m2.png
Bar = 20 um.
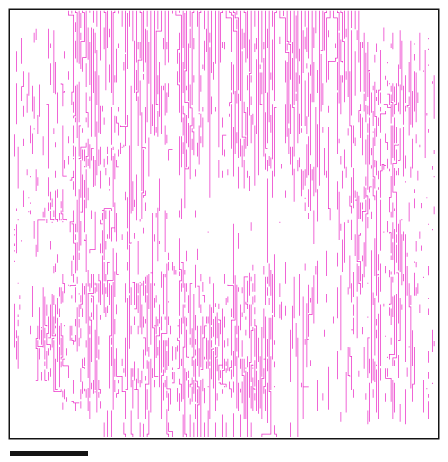
layers.png
Only two layers are drawn.
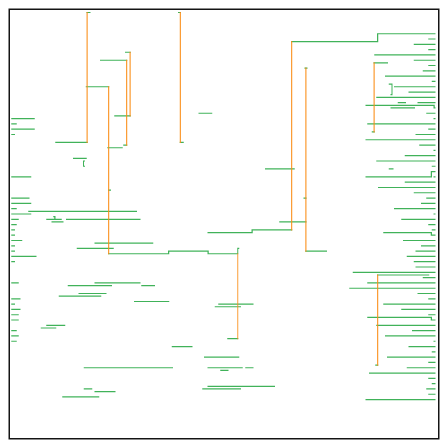
placed.png
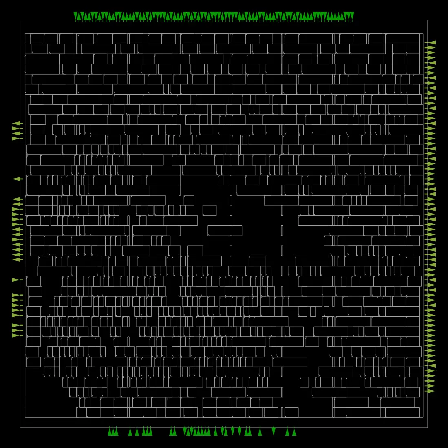
**config.mk**
```make
export PLATFORM = sky130hd
export DESIGN_NAME = mem_access_ctrl
export DESIGN_NICKNAME = d
export VERILOG_FILES = /design/src/rtl/mem_access_pkg.sv /design/src/rtl/mem_access_check.sv /design/src/rtl/mem_access_ctrl.sv
export SDC_FILE = /design/constraint.sdc
export NUM_CORES = 1
export LEC_CHECK = 0
export ABC_AREA = 1
export CAP_MARGIN = 0
export CORE_UTILIZATION = 48
export CTS_CLUSTER_SIZE = 24
export DETAILED_ROUTE_END_ITERATION = 10
export MAX_ROUTING_LAYER = met4
export PLACE_DENSITY = 0.95
export SLEW_MARGIN = 20
export SYNTH_ARGS = -nofsm -noshare
export SYNTH_HDL_FRONTEND = slang
export SYNTH_SLANG_ARGS = --single-unit
```
**constraint.sdc**
```tcl
create_clock -name clk -period 4.6 [get_ports clk]
set_input_delay 0.92 -clock clk [delete_from_list [all_inputs] [get_ports clk]]
set_output_delay 0.92 -clock clk [all_outputs]
set_load 0.05 [all_outputs]
```
**src/rtl/mem_access_pkg.sv**
```systemverilog
// Shared types and constants for the memory access controller.
// State encoding, exception codes and load-mode codes used by
// mem_access_ctrl and mem_access_check.
package mem_access_pkg;

  typedef enum logic [1:0] {
    ST_IDLE   = 2'd0,
    ST_ACCESS = 2'd1,
    ST_DONE   = 2'd2,
    ST_ERR    = 2'd3
  } state_e;

  localparam logic [1:0] EXC_NONE     = 2'b00;
  localparam logic [1:0] EXC_MISALIGN = 2'b01;
  localparam logic [1:0] EXC_RANGE    = 2'b10;
  localparam logic [1:0] EXC_ILLEGAL  = 2'b11;

  localparam logic [1:0] LM_WORD    = 2'b00;
  localparam logic [1:0] LM_HALF_S  = 2'b01;
  localparam logic [1:0] LM_HALF_U  = 2'b10;
  localparam logic [1:0] LM_ILLEGAL = 2'b11;

  // Stores always move a full word; loads are word-sized only in LM_WORD.
  function automatic logic is_word_access(input logic read, input logic [1:0] load_mode);
    return (!read) || (load_mode == LM_WORD);
  endfunction

endpackage

```
**src/rtl/mem_access_check.sv**
```systemverilog
// Combinational legality check for one memory request.
// Priority: illegal encoding, then misalignment, then address range.
// The misalignment check only exists when MEM_ACCESS_ALIGN_CHECK_EN is defined;
// otherwise unaligned accesses are treated as legal.
module mem_access_check
  import mem_access_pkg::*;
#(
  parameter int unsigned ADDR_MAX = 3999
) (
  input  logic        read,
  input  logic        write,
  input  logic [1:0]  load_mode,
  input  logic [31:0] addr,
  output logic [1:0]  exc_code
);

  localparam logic [32:0] ADDR_MAX_EXT = 33'(ADDR_MAX);

  logic        word_s;
  logic [32:0] last_byte_s;
  logic        misalign_s;
  logic        range_s;
  logic        illegal_s;

  // Classify the request; the range compare is 33 bits so the top of the
  // address space cannot wrap back into range.
  always_comb begin
    word_s      = is_word_access(read, load_mode);
    last_byte_s = {1'b0, addr} + (word_s ? 33'd3 : 33'd1);
    range_s     = (last_byte_s > ADDR_MAX_EXT);
    illegal_s   = (read && write) || (read && (load_mode == LM_ILLEGAL));
`ifdef MEM_ACCESS_ALIGN_CHECK_EN
    misalign_s  = word_s ? (addr[1:0] != 2'b00) : addr[0];
`else
    misalign_s  = 1'b0;
`endif
    if (illegal_s) begin
      exc_code = EXC_ILLEGAL;
    end else if (misalign_s) begin
      exc_code = EXC_MISALIGN;
    end else if (range_s) begin
      exc_code = EXC_RANGE;
    end else begin
      exc_code = EXC_NONE;
    end
  end

endmodule

```
**src/rtl/mem_access_ctrl.sv**
```systemverilog
// Multi-cycle access controller between EX/MEM and the data memory.
// A legal request holds the memory strobe for MEM_LATENCY cycles, then spends
// one DONE cycle presenting the registered result; an illegal request spends
// one ERR cycle pulsing the exception. stall is the only combinational output.
// Optional feature macro: MEM_ACCESS_ALIGN_CHECK_EN (enables misalignment check).
module mem_access_ctrl
  import mem_access_pkg::*;
#(
  parameter int unsigned MEM_LATENCY = 2,
  parameter int unsigned ADDR_MAX    = 3999
) (
  input  logic        clk,
  input  logic        rst_n,
  input  logic        req_valid,
  input  logic        req_read,
  input  logic        req_write,
  input  logic [1:0]  req_load_mode,
  input  logic [31:0] req_addr,
  input  logic [31:0] req_wdata,
  output logic        dm_mem_read,
  output logic        dm_mem_write,
  output logic [1:0]  dm_load_mode,
  output logic [31:0] dm_address,
  output logic [31:0] dm_write_data,
  input  logic [31:0] dm_read_data,
  output logic        stall,
  output logic        resp_valid,
  output logic [31:0] resp_data,
  output logic        exc_valid,
  output logic [1:0]  exc_code
);

  localparam logic [3:0] CNT_INIT = 4'(MEM_LATENCY - 1);

  state_e      state_r;
  logic [3:0]  cnt_r;
  logic        mem_read_r;
  logic        mem_write_r;
  logic [1:0]  load_mode_r;
  logic [31:0] address_r;
  logic [31:0] write_data_r;
  logic        resp_valid_r;
  logic [31:0] resp_data_r;
  logic        exc_valid_r;
  logic [1:0]  exc_code_r;
  logic        accept_s;
  logic [1:0]  chk_code_s;
  logic        stall_s;

  mem_access_check #(
    .ADDR_MAX (ADDR_MAX)
  ) u_check (
    .read      (req_read),
    .write     (req_write),
    .load_mode (req_load_mode),
    .addr      (req_addr),
    .exc_code  (chk_code_s)
  );

  // A request is taken only in IDLE and only if it actually reads or writes.
  always_comb begin
    accept_s = (state_r == ST_IDLE) && req_valid && (req_read || req_write);
  end

  // Pipeline freeze: while accepting and for the whole strobe window.
  always_comb begin
    stall_s = 1'b0;
    if (!rst_n) begin
      stall_s = 1'b0;
    end else if (state_r == ST_ACCESS) begin
      stall_s = 1'b1;
    end else if (accept_s) begin
      stall_s = 1'b1;
    end else begin
      stall_s = 1'b0;
    end
  end

  // Access FSM with registered memory strobes, response and exception.
  always_ff @(posedge clk or negedge rst_n) begin
    if (!rst_n) begin
      state_r      <= ST_IDLE;
      cnt_r        <= 4'd0;
      mem_read_r   <= 1'b0;
      mem_write_r  <= 1'b0;
      load_mode_r  <= 2'b00;
      address_r    <= 32'd0;
      write_data_r <= 32'd0;
      resp_valid_r <= 1'b0;
      resp_data_r  <= 32'd0;
      exc_valid_r  <= 1'b0;
      exc_code_r   <= EXC_NONE;
    end else begin
      case (state_r)
        ST_IDLE: begin
          if (accept_s) begin
            if (chk_code_s == EXC_NONE) begin
              state_r      <= ST_ACCESS;
              cnt_r        <= CNT_INIT;
              mem_read_r   <= req_read;
              mem_write_r  <= req_write;
              load_mode_r  <= req_load_mode;
              address_r    <= req_addr;
              write_data_r <= req_wdata;
            end else begin
              state_r     <= ST_ERR;
              exc_valid_r <= 1'b1;
              exc_code_r  <= chk_code_s;
            end
          end else begin
            state_r <= ST_IDLE;
          end
        end
        ST_ACCESS: begin
          if (cnt_r == 4'd0) begin
            state_r      <= ST_DONE;
            mem_read_r   <= 1'b0;
            mem_write_r  <= 1'b0;
            resp_valid_r <= 1'b1;
            if (mem_read_r) begin
              resp_data_r <= dm_read_data;
            end else begin
              resp_data_r <= resp_data_r;
            end
          end else begin
            cnt_r <= cnt_r - 4'd1;
          end
        end
        ST_DONE: begin
          resp_valid_r <= 1'b0;
          state_r      <= ST_IDLE;
        end
        ST_ERR: begin
          exc_valid_r <= 1'b0;
          state_r     <= ST_IDLE;
        end
        default: begin
          state_r      <= ST_IDLE;
          mem_read_r   <= 1'b0;
          mem_write_r  <= 1'b0;
          resp_valid_r <= 1'b0;
          exc_valid_r  <= 1'b0;
        end
      endcase
    end
  end

  assign dm_mem_read   = mem_read_r;
  assign dm_mem_write  = mem_write_r;
  assign dm_load_mode  = load_mode_r;
  assign dm_address    = address_r;
  assign dm_write_data = write_data_r;
  assign stall         = stall_s;
  assign resp_valid    = resp_valid_r;
  assign resp_data     = resp_data_r;
  assign exc_valid     = exc_valid_r;
  assign exc_code      = exc_code_r;

endmodule

```
==> flow_summary.toml <==
# synthesis and place-and-route metrics
[sta]
fin_worst_skew_ns = 0.006640
fin_crit_sh_pct = 83.91
rsz0062_at_grt = "false"
tightest_slew_ns = 0.9016
min_period_ns = 3.860
drv_slew = 0
setup_viol = 0
hold_slack_ns = 0.4684
max_slew_margin_pct = 39.90
tns_ns = 0
hold_viol = 0
setup_ws_ns = 0.7401
clock.fmax_mhz = 259.1

[worst_setup_path]
critPathKind = "input pin to register"
critPathLaunchType = "input pin"
end_kind = "register"
crit_required_ns = 4.84
arrival_ns = 4.10
max_stage_delay_ns = 0.47
cpMaxStageDelayCell = "clkdlybuf4s50_1"
crit_top_cell = "nand2_1"
cp_max_fo = 66

[cells_and_area]
stdcell_count = 1019
drive_gt1_share_pct = 11.49
nets = 983
final_area_mm2 = 0.008025
fillers = 865
synthToLayoutAreaGrowth_pct = 43.91
fin_util_pct = 72.44
diodes = 0

[synth]
synth_warnings = 0
postSynthSeqShare_pct = 49.36
async_flop_share_pct = 100.0
synth_flops = 110
edf_count = 0
post-synth-top-count-cell = "nand2_1"
yosys.area.top_type = "dfrtp_1"
yosys_area_mm2 = 0.005577
ys.flop_type = "dfrtp_1"
synth_stat.cells = 674
topCellsByArea = "dfrtp_1 (49%), nand2_1 (16%), nand4_1 (6.5%), mux2_2 (6.5%), nor2_1 (4.2%)"
syn-cell-area_mm2 = 0.005577
syn_nets = 782
top_cell_area_share_pct = 49.36
synth_cell_types = 31
synthCells = 674
synth.top_cells.by_count = "nand2_1 (244), dfrtp_1 (110), nor2_1 (62), nand4_1 (58), inv_1 (38)"

[power]
power.switching_mw = 1.404
p_comb_share_pct = 42.8
internal-power_mw = 2.056
power.leakage_nw = 3.861
pwr-share-clk_pct = 21.1
power_mw = 3.460
swShare_pct = 40.59
irDropWorstVdd_uv = 547.2
p_per_area_mw_per_mm2 = 431.1

[run_status]
status = "finished clean"

[cts]
clockBufferDepth = 2
cts_setup_buffers = 0
root_buffer = "clkbuf_16"
cts_resized = 0
cts_tree = "done"
htree_levels = 3
cts_buffers = 9
path_clk_slew_ns = 0.07
clkLatencyLatePin_ns = 0.35
cts_num_sinks = 110
cts_hold_buffers = 0

[placement]
dp_cells = 1004
gp_congestion = 0.9110
dp_hpwl_um = 11660
portBuffers = 207
dpl-instance-area_mm2 = 0.007760
place_ws_ns = 0.3822

[floorplanning]
die-area_mm2 = 0.01205
die_h_um = 109.8
pin_count = 208
fp-utilization_pct = 50.34
fp.dieW_um = 109.8

[global_routing]
grt_remaining_overflow = 0
grt_max_degree = 70
grt_pass1_wl_um = 24390
grt_pass1_vias = 4907

[job]
warning_count = 28
drv_cap = 0

[route]
viasPerCell = 5.249
wirelength_um = 15970
drcViolationCount = 0
ant_nets = 0
dr.pass1.iters = 5
wl_per_cell_um = 15.67
route.vias.total = 5349

[hold_path]
hp-class = "register to register"
Notes on m2.png above:
longest straight run: 44.8 um
main direction: vertical

Notes on layers.png above:
| color | layer | wire length |
|---|---|---|
| green | M3 | 1000 um |
| orange | M4 | 305 um |

Notes on placed.png above:
Row Count: 38
flop share of the area: 34.30%
core area: 0.01108 mm2
Flops: 110

==> flip-flops by register name, indices dropped and copies added, names as in the netlist <==
register and cells:
cnt_r 4, dm_address 32, dm_load_mode 2, dm_mem_read 1, dm_mem_write 1, dm_write_data 32
exc_code 2, exc_valid 1, resp_data 32, resp_valid 1, state_r 2
==> cells by family after synthesis <==
group | Yosys count | share of synthesized area, %
multiplexers | 32 | 6.462
XOR/XNOR | 5 | 0.7854
buffers and inverters | 82 | 6.686
flip-flops | 110 | 49.36
AND/OR/NAND/NOR | 428 | 34.19
adder cells (fa/ha/maj) | 5 | 1.257
AND-OR/OR-AND | 12 | 1.256
==> cells in the final DEF, fill, tap and decap left out, types with 2 or more instances in the layout <==
| master | instances |
|---|---|
| o21a_1 | 2 |
| nand4_1 | 58 |
| mux2_2 | 32 |
| nor2_2 | 6 |
| xnor2_1 | 3 |
| clkbuf_16 | 9 |
| buf_12 | 2 |
| inv_1 | 38 |
| nor2_4 | 4 |
| ha_1 | 4 |
| buf_4 | 7 |
| clkdlybuf4s50_1 | 206 |
| nand3b_1 | 8 |
| o21ai_0 | 5 |
| nand2_1 | 243 |
| a21oi_1 | 2 |
| xor2_1 | 2 |
| inv_2 | 19 |
| nand3_1 | 26 |
| nor3_1 | 3 |
| clkbuf_1 | 2 |
| o21bai_1 | 2 |
| dfrtp_1 | 110 |
| nand2_2 | 15 |
| nor2_1 | 60 |
==> path summary, 6_finish.rpt <==
path	startpoint	to	slack (ns)	cells past startpoint
setup reg to reg	state_r[1]	cnt_r[1]	2.58	9
max in group asynchronous	rst_n	dm_write_data[29]	2.58	3
hold / removal	dm_address[0]	dm_address[0]	0.47	2
setup / recovery	req_load_mode[1]	dm_address[7]	0.74	20
hold reg to reg	dm_address[0]	dm_address[0]	0.47	2
min in group asynchronous	rst_n	cnt_r[3]	0.70	2
==> layer usage <==
metal | part of all wire [%] | vias to the layer above | global-route usage [%]
met3 | 6.3 | 23 | 5.276
met1 | 42 | 2545 | 33.64
li1 | - | 2584 | -
met5 | 0 | - | -
met4 | 1.9 | 0 | 9.619
met2 | 49 | 197 | 45.31
==> critical path: cells and delay by family <==
family	cells	cell delay, ns
compound gates	2	0.45
buf+inv	4	0.91
fa+ha+maj	1	0.39
simple gates	13	1.41
==> cell type report <==
class	instances	area [um2]	share of cell area (%)
Sequential cell	110	2753	34.30
Multi-Input combinational cell	482	2464	30.70
Timing Repair Buffer	215	2155	26.85
Clock buffer	11	232.7	2.900
Inverter	57	214.0	2.666
Tap cell	140	175.2	2.183
Clock inverter	4	32.53	0.4054
==> power by group through the flow <==
stage / logic [mW] / registers [mW] / clock network (mW)
4_1_cts: 1.49 / 1.25 / 0.747
5_1_grt: 1.56 / 1.27 / 0.776
3_3_place_gp: 1.46 / 1.25 / 0
2_1_floorplan: 0.386 / 1.80 / 0
6_report: 1.48 / 1.25 / 0.729
3_5_place_dp: 1.48 / 1.26 / 0
Power is estimated from default activity; no workload was simulated.
